$ cat config.mk
export PLATFORM = sky130hd
export DESIGN_NAME = alu_op_sequencer_flat
export DESIGN_NICKNAME = d
export VERILOG_FILES = /design/src/rtl/alu_op_sequencer_pkg.sv /design/src/rtl/alu_op_sequencer_if.sv /design/src/rtl/alu_op_sequencer_nzp_reg.sv /design/src/rtl/alu_op_sequencer.sv /design/src/flat_wrapper.sv
export SDC_FILE = /design/constraint.sdc
export NUM_CORES = 1
export LEC_CHECK = 0
export ABC_AREA = 0
export CORE_MARGIN = 5
export CORE_UTILIZATION = 34
export DETAILED_ROUTE_END_ITERATION = 10
export PLACE_DENSITY = 0.75
export SYNTH_ARGS = -nofsm -noshare
export SYNTH_HDL_FRONTEND = slang
export SYNTH_SLANG_ARGS = --single-unit
export TNS_END_PERCENT = 100
$ cat constraint.sdc
create_clock -name i_CLK -period 1.5 [get_ports i_CLK]
set_clock_uncertainty 0.2 [all_clocks]
set_input_delay 0.3 -clock i_CLK [delete_from_list [all_inputs] [get_ports i_CLK]]
set_output_delay 0.3 -clock i_CLK [all_outputs]
set_load 0.005 [all_outputs]
$ cat src/rtl/alu_op_sequencer_pkg.sv
// rtl/alu_op_sequencer_pkg.sv - shared LC-3 operate-instruction constants, FSM states and helpers
package alu_op_sequencer_pkg;

  // Opcodes handled by the sequencer
  localparam logic [3:0] OP_ADD = 4'b0001;
  localparam logic [3:0] OP_AND = 4'b0101;
  localparam logic [3:0] OP_NOT = 4'b1001;

  // ALU function codes; PASSA exists in the datapath but is never issued here
  typedef enum logic [1:0] {
    ALUK_ADD   = 2'b00,
    ALUK_AND   = 2'b01,
    ALUK_NOT   = 2'b10,
    ALUK_PASSA = 2'b11
  } aluk_t;

  // Register-file address mux selects
  localparam logic [2:0] SR1MUX_NONE    = 3'b000;
  localparam logic [2:0] SR1MUX_IR_8_6  = 3'b001;
  localparam logic [2:0] DRMUX_IR_11_9  = 3'b000;

  // Sequencer states
  typedef enum logic [1:0] {
    ST_IDLE   = 2'b00,
    ST_DECODE = 2'b01,
    ST_EXEC   = 2'b10,
    ST_DONE   = 2'b11
  } state_t;

  // True for the three operate opcodes this block can execute
  function automatic logic is_legal(input logic [3:0] op);
    return (op == OP_ADD) || (op == OP_AND) || (op == OP_NOT);
  endfunction

  // ALU function for an opcode; anything unrecognised falls back to ADD
  function automatic aluk_t aluk_for(input logic [3:0] op);
    case (op)
      OP_AND:  return ALUK_AND;
      OP_NOT:  return ALUK_NOT;
      default: return ALUK_ADD;
    endcase
  endfunction

  // Condition codes {N,Z,P} of a 16-bit two's-complement value; exactly one bit set
  function automatic logic [2:0] nzp_of(input logic [15:0] v);
    if (v[15])
      return 3'b100;
    else if (v == 16'h0000)
      return 3'b010;
    else
      return 3'b001;
  endfunction

endpackage

$ cat src/rtl/alu_op_sequencer_if.sv
// rtl/alu_op_sequencer_if.sv - instruction handshake, bus and datapath control bundle
interface alu_op_sequencer_if;
  import alu_op_sequencer_pkg::*;

  logic [15:0] i_instr;
  logic        i_instr_vld;
  logic        o_instr_rdy;
  logic [15:0] i_bus;
  logic [1:0]  o_ALUK;
  logic [2:0]  o_SR1MUX;
  logic [2:0]  o_DRMUX;
  logic [2:0]  o_IR_11_9;
  logic [2:0]  o_IR_8_6;
  logic [2:0]  o_IR_2_0;
  logic        o_IR_5;
  logic [4:0]  o_IR_4_0;
  logic        o_GateALU;
  logic        o_LD_REG;
  logic [2:0]  o_NZP;
  logic        o_done;
  logic        o_illegal;

  // Instruction source / datapath side
  modport master (
    output i_instr, i_instr_vld, i_bus,
    input  o_instr_rdy, o_ALUK, o_SR1MUX, o_DRMUX, o_IR_11_9, o_IR_8_6,
           o_IR_2_0, o_IR_5, o_IR_4_0, o_GateALU, o_LD_REG, o_NZP,
           o_done, o_illegal
  );

  // Sequencer side
  modport slave (
    input  i_instr, i_instr_vld, i_bus,
    output o_instr_rdy, o_ALUK, o_SR1MUX, o_DRMUX, o_IR_11_9, o_IR_8_6,
           o_IR_2_0, o_IR_5, o_IR_4_0, o_GateALU, o_LD_REG, o_NZP,
           o_done, o_illegal
  );

endinterface

$ cat src/rtl/alu_op_sequencer_nzp_reg.sv
// rtl/alu_op_sequencer_nzp_reg.sv - condition-code register loaded from a 16-bit write-back value
module nzp_reg
  import alu_op_sequencer_pkg::*;
#(
  parameter logic [2:0] NZP_RESET = 3'b010
) (
  input  logic        i_CLK,
  input  logic        i_RST_N,
  input  logic        i_ld,
  input  logic [15:0] i_value,
  output logic [2:0]  o_nzp
);

  logic [2:0] nzp_q;

  // Capture the sign/zero classification of the written-back value when loaded
  always_ff @(posedge i_CLK or negedge i_RST_N) begin
    if (!i_RST_N)
      nzp_q <= NZP_RESET;
    else if (i_ld)
      nzp_q <= nzp_of(i_value);
  end

  assign o_nzp = nzp_q;

endmodule

$ cat src/rtl/alu_op_sequencer.sv
// rtl/alu_op_sequencer.sv - control FSM sequencing reg file + ALU for LC-3 ADD/AND/NOT
module alu_op_sequencer
  import alu_op_sequencer_pkg::*;
#(
  parameter bit         SETCC_EN  = 1'b1,
  parameter logic [2:0] NZP_RESET = 3'b010
) (
  input  logic                 i_CLK,
  input  logic                 i_RST_N,
  alu_op_sequencer_if.slave    sif
);

  state_t      state_q;
  state_t      state_d;
  logic [15:0] ir_q;
  logic        legal;
  logic        rdy_state;
  aluk_t       aluk;
  logic [2:0]  sr1mux;
  logic [2:0]  drmux;
  logic        gate_alu;
  logic        ld_reg;
  logic        done;
  logic        illegal;
  logic        nzp_ld;

  assign legal = is_legal(ir_q[15:12]);

  // State register and instruction capture; IR only loads on an IDLE handshake
  always_ff @(posedge i_CLK or negedge i_RST_N) begin
    if (!i_RST_N) begin
      state_q <= ST_IDLE;
      ir_q    <= 16'h0000;
    end else begin
      state_q <= state_d;
      if (state_q == ST_IDLE && sif.i_instr_vld)
        ir_q <= sif.i_instr;
    end
  end

  // Next-state: illegal opcodes skip EXEC so nothing is ever written back
  always_comb begin
    state_d = state_q;
    case (state_q)
      ST_IDLE:   if (sif.i_instr_vld) state_d = ST_DECODE;
      ST_DECODE: state_d = legal ? ST_EXEC : ST_DONE;
      ST_EXEC:   state_d = ST_DONE;
      ST_DONE:   state_d = ST_IDLE;
      default:   state_d = ST_IDLE;
    endcase
  end

  // Moore output decode from state and captured opcode
  always_comb begin
    rdy_state = 1'b0;
    aluk      = ALUK_ADD;
    sr1mux    = SR1MUX_NONE;
    drmux     = DRMUX_IR_11_9;
    gate_alu  = 1'b0;
    ld_reg    = 1'b0;
    done      = 1'b0;
    illegal   = 1'b0;
    case (state_q)
      ST_IDLE: begin
        rdy_state = 1'b1;
      end
      ST_DECODE: begin
        sr1mux = SR1MUX_IR_8_6;
        drmux  = DRMUX_IR_11_9;
        aluk   = aluk_for(ir_q[15:12]);
      end
      ST_EXEC: begin
        sr1mux   = SR1MUX_IR_8_6;
        drmux    = DRMUX_IR_11_9;
        aluk     = aluk_for(ir_q[15:12]);
        gate_alu = 1'b1;
        ld_reg   = 1'b1;
      end
      ST_DONE: begin
        done    = 1'b1;
        illegal = ~legal;
      end
      default: begin
        rdy_state = 1'b0;
      end
    endcase
  end

  // Condition codes follow the bus value at the write-back edge
  assign nzp_ld = SETCC_EN && (state_q == ST_EXEC);

  nzp_reg #(
    .NZP_RESET (NZP_RESET)
  ) u_nzp_reg (
    .i_CLK   (i_CLK),
    .i_RST_N (i_RST_N),
    .i_ld    (nzp_ld),
    .i_value (sif.i_bus),
    .o_nzp   (sif.o_NZP)
  );

  // Ready is held low while reset is asserted, not just after the state clears
  assign sif.o_instr_rdy = rdy_state & i_RST_N;
  assign sif.o_ALUK      = aluk;
  assign sif.o_SR1MUX    = sr1mux;
  assign sif.o_DRMUX     = drmux;
  assign sif.o_GateALU   = gate_alu;
  assign sif.o_LD_REG    = ld_reg;
  assign sif.o_done      = done;
  assign sif.o_illegal   = illegal;
  assign sif.o_IR_11_9   = ir_q[11:9];
  assign sif.o_IR_8_6    = ir_q[8:6];
  assign sif.o_IR_2_0    = ir_q[2:0];
  assign sif.o_IR_5      = ir_q[5];
  assign sif.o_IR_4_0    = ir_q[4:0];

endmodule

$ cat src/flat_wrapper.sv
// flat-port wrapper written by rule: the top's interface ports become plain ports
module alu_op_sequencer_flat import alu_op_sequencer_pkg::*;
#(
  parameter bit         SETCC_EN  = 1'b1,
  parameter logic [2:0] NZP_RESET = 3'b010
)
  (i_CLK, i_RST_N, sif_i_instr, sif_i_instr_vld, sif_i_bus, sif_o_instr_rdy, sif_o_ALUK, sif_o_SR1MUX, sif_o_DRMUX, sif_o_IR_11_9, sif_o_IR_8_6, sif_o_IR_2_0, sif_o_IR_5, sif_o_IR_4_0, sif_o_GateALU, sif_o_LD_REG, sif_o_NZP, sif_o_done, sif_o_illegal);
  alu_op_sequencer_if sif_i ();
  input  logic i_CLK;
  input  logic i_RST_N;
  input wire logic [$bits(sif_i.i_instr)-1:0] sif_i_instr;
  input wire logic [$bits(sif_i.i_instr_vld)-1:0] sif_i_instr_vld;
  input wire logic [$bits(sif_i.i_bus)-1:0] sif_i_bus;
  output wire logic [$bits(sif_i.o_instr_rdy)-1:0] sif_o_instr_rdy;
  output wire logic [$bits(sif_i.o_ALUK)-1:0] sif_o_ALUK;
  output wire logic [$bits(sif_i.o_SR1MUX)-1:0] sif_o_SR1MUX;
  output wire logic [$bits(sif_i.o_DRMUX)-1:0] sif_o_DRMUX;
  output wire logic [$bits(sif_i.o_IR_11_9)-1:0] sif_o_IR_11_9;
  output wire logic [$bits(sif_i.o_IR_8_6)-1:0] sif_o_IR_8_6;
  output wire logic [$bits(sif_i.o_IR_2_0)-1:0] sif_o_IR_2_0;
  output wire logic [$bits(sif_i.o_IR_5)-1:0] sif_o_IR_5;
  output wire logic [$bits(sif_i.o_IR_4_0)-1:0] sif_o_IR_4_0;
  output wire logic [$bits(sif_i.o_GateALU)-1:0] sif_o_GateALU;
  output wire logic [$bits(sif_i.o_LD_REG)-1:0] sif_o_LD_REG;
  output wire logic [$bits(sif_i.o_NZP)-1:0] sif_o_NZP;
  output wire logic [$bits(sif_i.o_done)-1:0] sif_o_done;
  output wire logic [$bits(sif_i.o_illegal)-1:0] sif_o_illegal;
  assign sif_i.i_instr = sif_i_instr;
  assign sif_i.i_instr_vld = sif_i_instr_vld;
  assign sif_i.i_bus = sif_i_bus;
  assign sif_o_instr_rdy = sif_i.o_instr_rdy;
  assign sif_o_ALUK = sif_i.o_ALUK;
  assign sif_o_SR1MUX = sif_i.o_SR1MUX;
  assign sif_o_DRMUX = sif_i.o_DRMUX;
  assign sif_o_IR_11_9 = sif_i.o_IR_11_9;
  assign sif_o_IR_8_6 = sif_i.o_IR_8_6;
  assign sif_o_IR_2_0 = sif_i.o_IR_2_0;
  assign sif_o_IR_5 = sif_i.o_IR_5;
  assign sif_o_IR_4_0 = sif_i.o_IR_4_0;
  assign sif_o_GateALU = sif_i.o_GateALU;
  assign sif_o_LD_REG = sif_i.o_LD_REG;
  assign sif_o_NZP = sif_i.o_NZP;
  assign sif_o_done = sif_i.o_done;
  assign sif_o_illegal = sif_i.o_illegal;
  alu_op_sequencer #(.SETCC_EN(SETCC_EN), .NZP_RESET(NZP_RESET)) u_core (.i_CLK(i_CLK), .i_RST_N(i_RST_N), .sif(sif_i));
endmodule
==> design notes <==
The run finished, with violations left. The checks that failed: setup timing. The clock root buffer is sky130_fd_sc_hd__clkbuf_4. In this run, synthesis produced a sequential element count of 21.

The tools report the weighted congestion at the end of routability-driven global placement as 0.662. The slack of the critical path was -350 ps; the remaining number of nets flagged by the antenna check after routing was 0. A synthesized cell averages 12.6 um^2. Grouping stages by cell kind, the critical path spends the most delay in buffers and inverters. The run gives 0.449 as the sequential cell area fraction in the yosys report. Among all stages on the critical path, the maximum delay recorded is 410 ps. The top-area cell type share of the netlist area works out to 0.426.

For the final max-slew violation count, the log shows 0. After detailed placement, the total cell area comes to 0.00177 mm^2. In this build the clock could be raised as far as 0.540 GHz. Per the detail_route log, met3 wirelength is 231 um.

The run gives 16 for the initial DRC count. The element type at the critical path start is a flip-flop. The power report puts the leakage power at 0.000955 uW.

Max-cap violations in this run came to 0. STA reports the tightest min-delay check as being of type in2async. The tools report the number of detailed-routing iterations run before antenna repair as 2. The run gives -416 ps as the worst slack at placement. With the average via count per standard cell at 4.31, the hold violation count in the final report is 0. The endpoint kind of the worst setup timing path is a primary output. After detailed routing, the wire length on met1 is 1110 um. Per the placement log, port buffering inserted 60 buffers. The number of gates resized after cts is 85. TritonRoute output was used to compute an average wire per cell of 14.1 um.

The highest net fanout along the worst path came out at 3. For this run, the script counts the antenna cells in the layout as 0. The synthesized instance count came out at 93. The highest routed metal layer is met4. The maximum clock path buffer count was 2. The tools report the hold slack as 172 ps. The warning tally printed by Yosys for this design is 0.

On the critical path the data arrives at 1350 ps. Maximum number of pins on one net before global-route repair: 22. The tools report the cell area after technology mapping as 0.00117 mm^2. The most frequent cell after synthesis is sky130_fd_sc_hd__buf_4. TritonCTS built the clock tree. The number of enable-type register cells in the synthesized netlist came out at 0. The fraction of registers with async set/reset was 1.00; the total setup violations reported at the end of the flow was 18. The number of cells in the yosys synthesis report came out at 93. The tools report the via count of the first global-routing pass as 1005.

The final instance area is 0.00208 mm^2. The post-synth area from yosys stat was 0.00117 mm^2; the share of the clock period used by the worst path was 1.23. Cell type with the largest total area: sky130_fd_sc_hd__dfrtp_1. Yosys attributes the largest share of cell area to sky130_fd_sc_hd__dfrtp_1 43%, sky130_fd_sc_hd__buf_4 13%, sky130_fd_sc_hd__mux2_4 13%. The critical path is of the reg2out type. Main flop type: sky130_fd_sc_hd__dfrtp_1.

For the die outline area, the log shows 0.00473 mm^2. The tools report the utilization after layout as 0.623. Traced cell by cell, the critical path runs through buf_4 -> buf_6 -> buf_6 -> ha_4 -> buf_6. The initialized floorplan defines 21 standard-cell rows. The post-CTS clock slew at the launch and capture registers of the worst setup and hold paths was 120 ps. The number of buffers inserted by post-CTS setup repair is 12.
==> cells in the final DEF, fill, tap and decap left out, types with 2 or more instances in the layout <==
cell,n
sky130_fd_sc_hd__nor2b_4,2
sky130_fd_sc_hd__buf_6,18
sky130_fd_sc_hd__inv_2,2
sky130_fd_sc_hd__dfrtp_1,20
sky130_fd_sc_hd__inv_1,2
sky130_fd_sc_hd__clkdlybuf4s15_1,15
sky130_fd_sc_hd__nor4_1,4
sky130_fd_sc_hd__mux2_2,5
sky130_fd_sc_hd__conb_1,5
sky130_fd_sc_hd__ha_4,5
sky130_fd_sc_hd__clkbuf_4,3
sky130_fd_sc_hd__clkdlybuf4s50_1,34
sky130_fd_sc_hd__nor3b_2,2
sky130_fd_sc_hd__buf_4,17
sky130_fd_sc_hd__mux2_4,13
sky130_fd_sc_hd__buf_2,4
==> per-layer routing <==
metal | GRT usage | vias up
met2 | 0.230 | 38
li1 | - | 442
met4 | 0.0487 | 0
met1 | 0.130 | 436
met5 | 0 | -
met3 | 0.0211 | 6
==> state kept, by name, summed over array words and instances (netlist names) <==
register and flops:
u_core.ir_q 16, u_core.u_nzp_reg.o_nzp 3, u_core.state_q 2
==> cell families (layout without fill, tap and decap cells) <==
logic type / after synthesis / count (layout) / synth area share
buffers and inverters: 26 / 97 / 0.164
flip-flops: 21 / 21 / 0.449
multiplexers: 18 / 18 / 0.205
AND/OR/NAND/NOR: 15 / 15 / 0.0810
AND-OR/OR-AND: 7 / 7 / 0.0448
adder cells (fa/ha/maj): 5 / 5 / 0.0533
other: 1 / 5 / 0.00320
==> worst reg2reg max path: cells and delay by family (launching register included) <==
| kind | cells | cell delay, ps |
|---|---|---|
| buf+inv | 5 | 600 |
| flops | 1 | 410 |
| mux | 1 | 290 |
| fa+ha+maj | 1 | 170 |
==> final timing paths <==
check / from / to / slack (ps) / depth (start not counted)
min in group i_CLK: u_core.u_nzp_reg.o_nzp[1]$_DFFE_PN1P_ / u_core.u_nzp_reg.o_nzp[1]$_DFFE_PN1P_ / 310 / 2
hold / removal: i_RST_N / u_core.ir_q[2]$_DFFE_PN0P_ / 170 / 2
max in group asynchronous: i_RST_N / u_core.u_nzp_reg.o_nzp[1]$_DFFE_PN1P_ / 650 / 2
setup / recovery: u_core.state_q[1]$_DFFE_PN0P_ / sif_o_GateALU / -350 / 5
setup reg to reg: u_core.state_q[1]$_DFFE_PN0P_ / u_core.u_nzp_reg.o_nzp[2]$_DFFE_PN0P_ / -270 / 7
hold reg to reg: u_core.u_nzp_reg.o_nzp[1]$_DFFE_PN1P_ / u_core.u_nzp_reg.o_nzp[1]$_DFFE_PN1P_ / 310 / 2
==> where the power goes <==
group	internal (uW)	switching [uW]	total, uW
combinational	1720	822	2540
sequential	846	185	1030
clock	99.2	169	268
total	2670	1180	3840
==> final cells by class <==
class                           count  area (um^2)
Clock buffer                        3         22.5
Clock inverter                      1         5.00
Fill cell                         284         1260
Inverter                            4         15.0
Multi-Input combinational cell     50          603
Sequential cell                    21          527
Tap cell                           46         57.6
Timing Repair Buffer               89          850
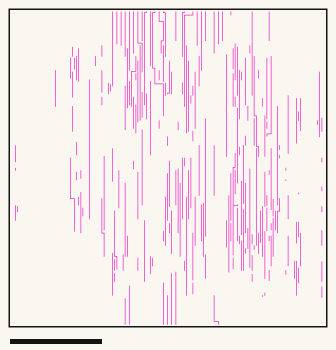
**Above:** M2 wires.
The bar under the picture is 20 um long.
The layer carries 1630 um of wire. The longest straight run is 30.3 um. The wires run mostly vertical.

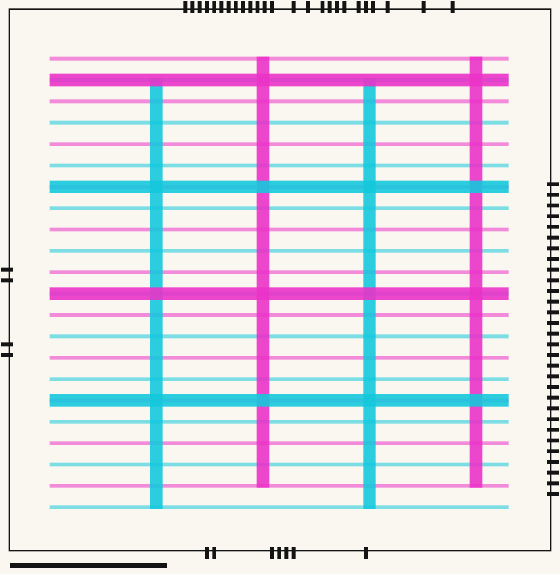
**Above:** PDN straps and rails.
The bar under the picture is 20 um long. Pins as bars on the die edge.
Key: magenta = VDD; cyan = VSS
22 met1 rails follow the rows. The core has 21 rows. 4 straps on met5. 4 straps on met4.
Die X-Extent: 68.8 um
Vert. Die Dim: 68.8 um
placeable core area: 0.00334 mm^2
largest vdd supply drop: 0.714 mV

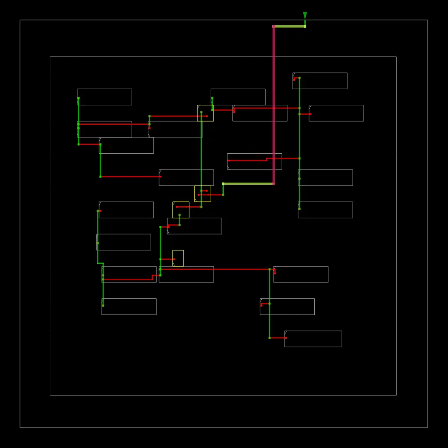
**Above:** the clock network.
clock buf count: 3
insertion delay of the later-clocked pin in the worst-skew pair: 290 ps
P_clk: 268 uW
number of CTS-inserted buffers: 3

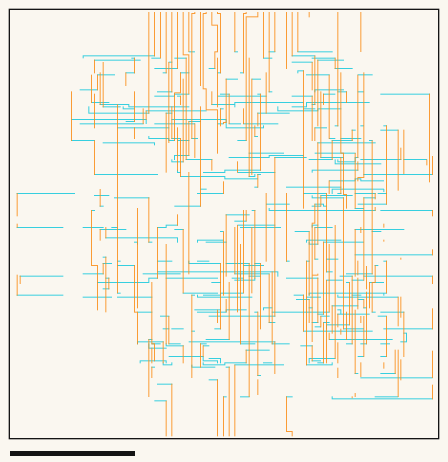
**Above:** signal wires by layer.
The bar under the picture is 20 um long. Two of the layers only.
Key: cyan = metal 1 [wire length 1110 um]; orange = metal 2 [wire length 1630 um]

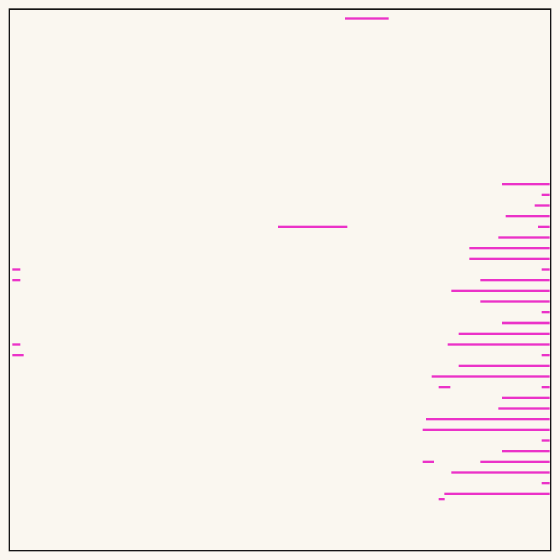
**Above:** met3 routing.
The layer holds 7.7% of the routed length. The layer carries 232 um of wire. The longest straight run is 15.9 um.
met3 track demand over resource in global routing: 0.0211
Routed WL: 3020 um
total via count in the routed design: 922

Power is estimated from default activity; no workload was simulated.
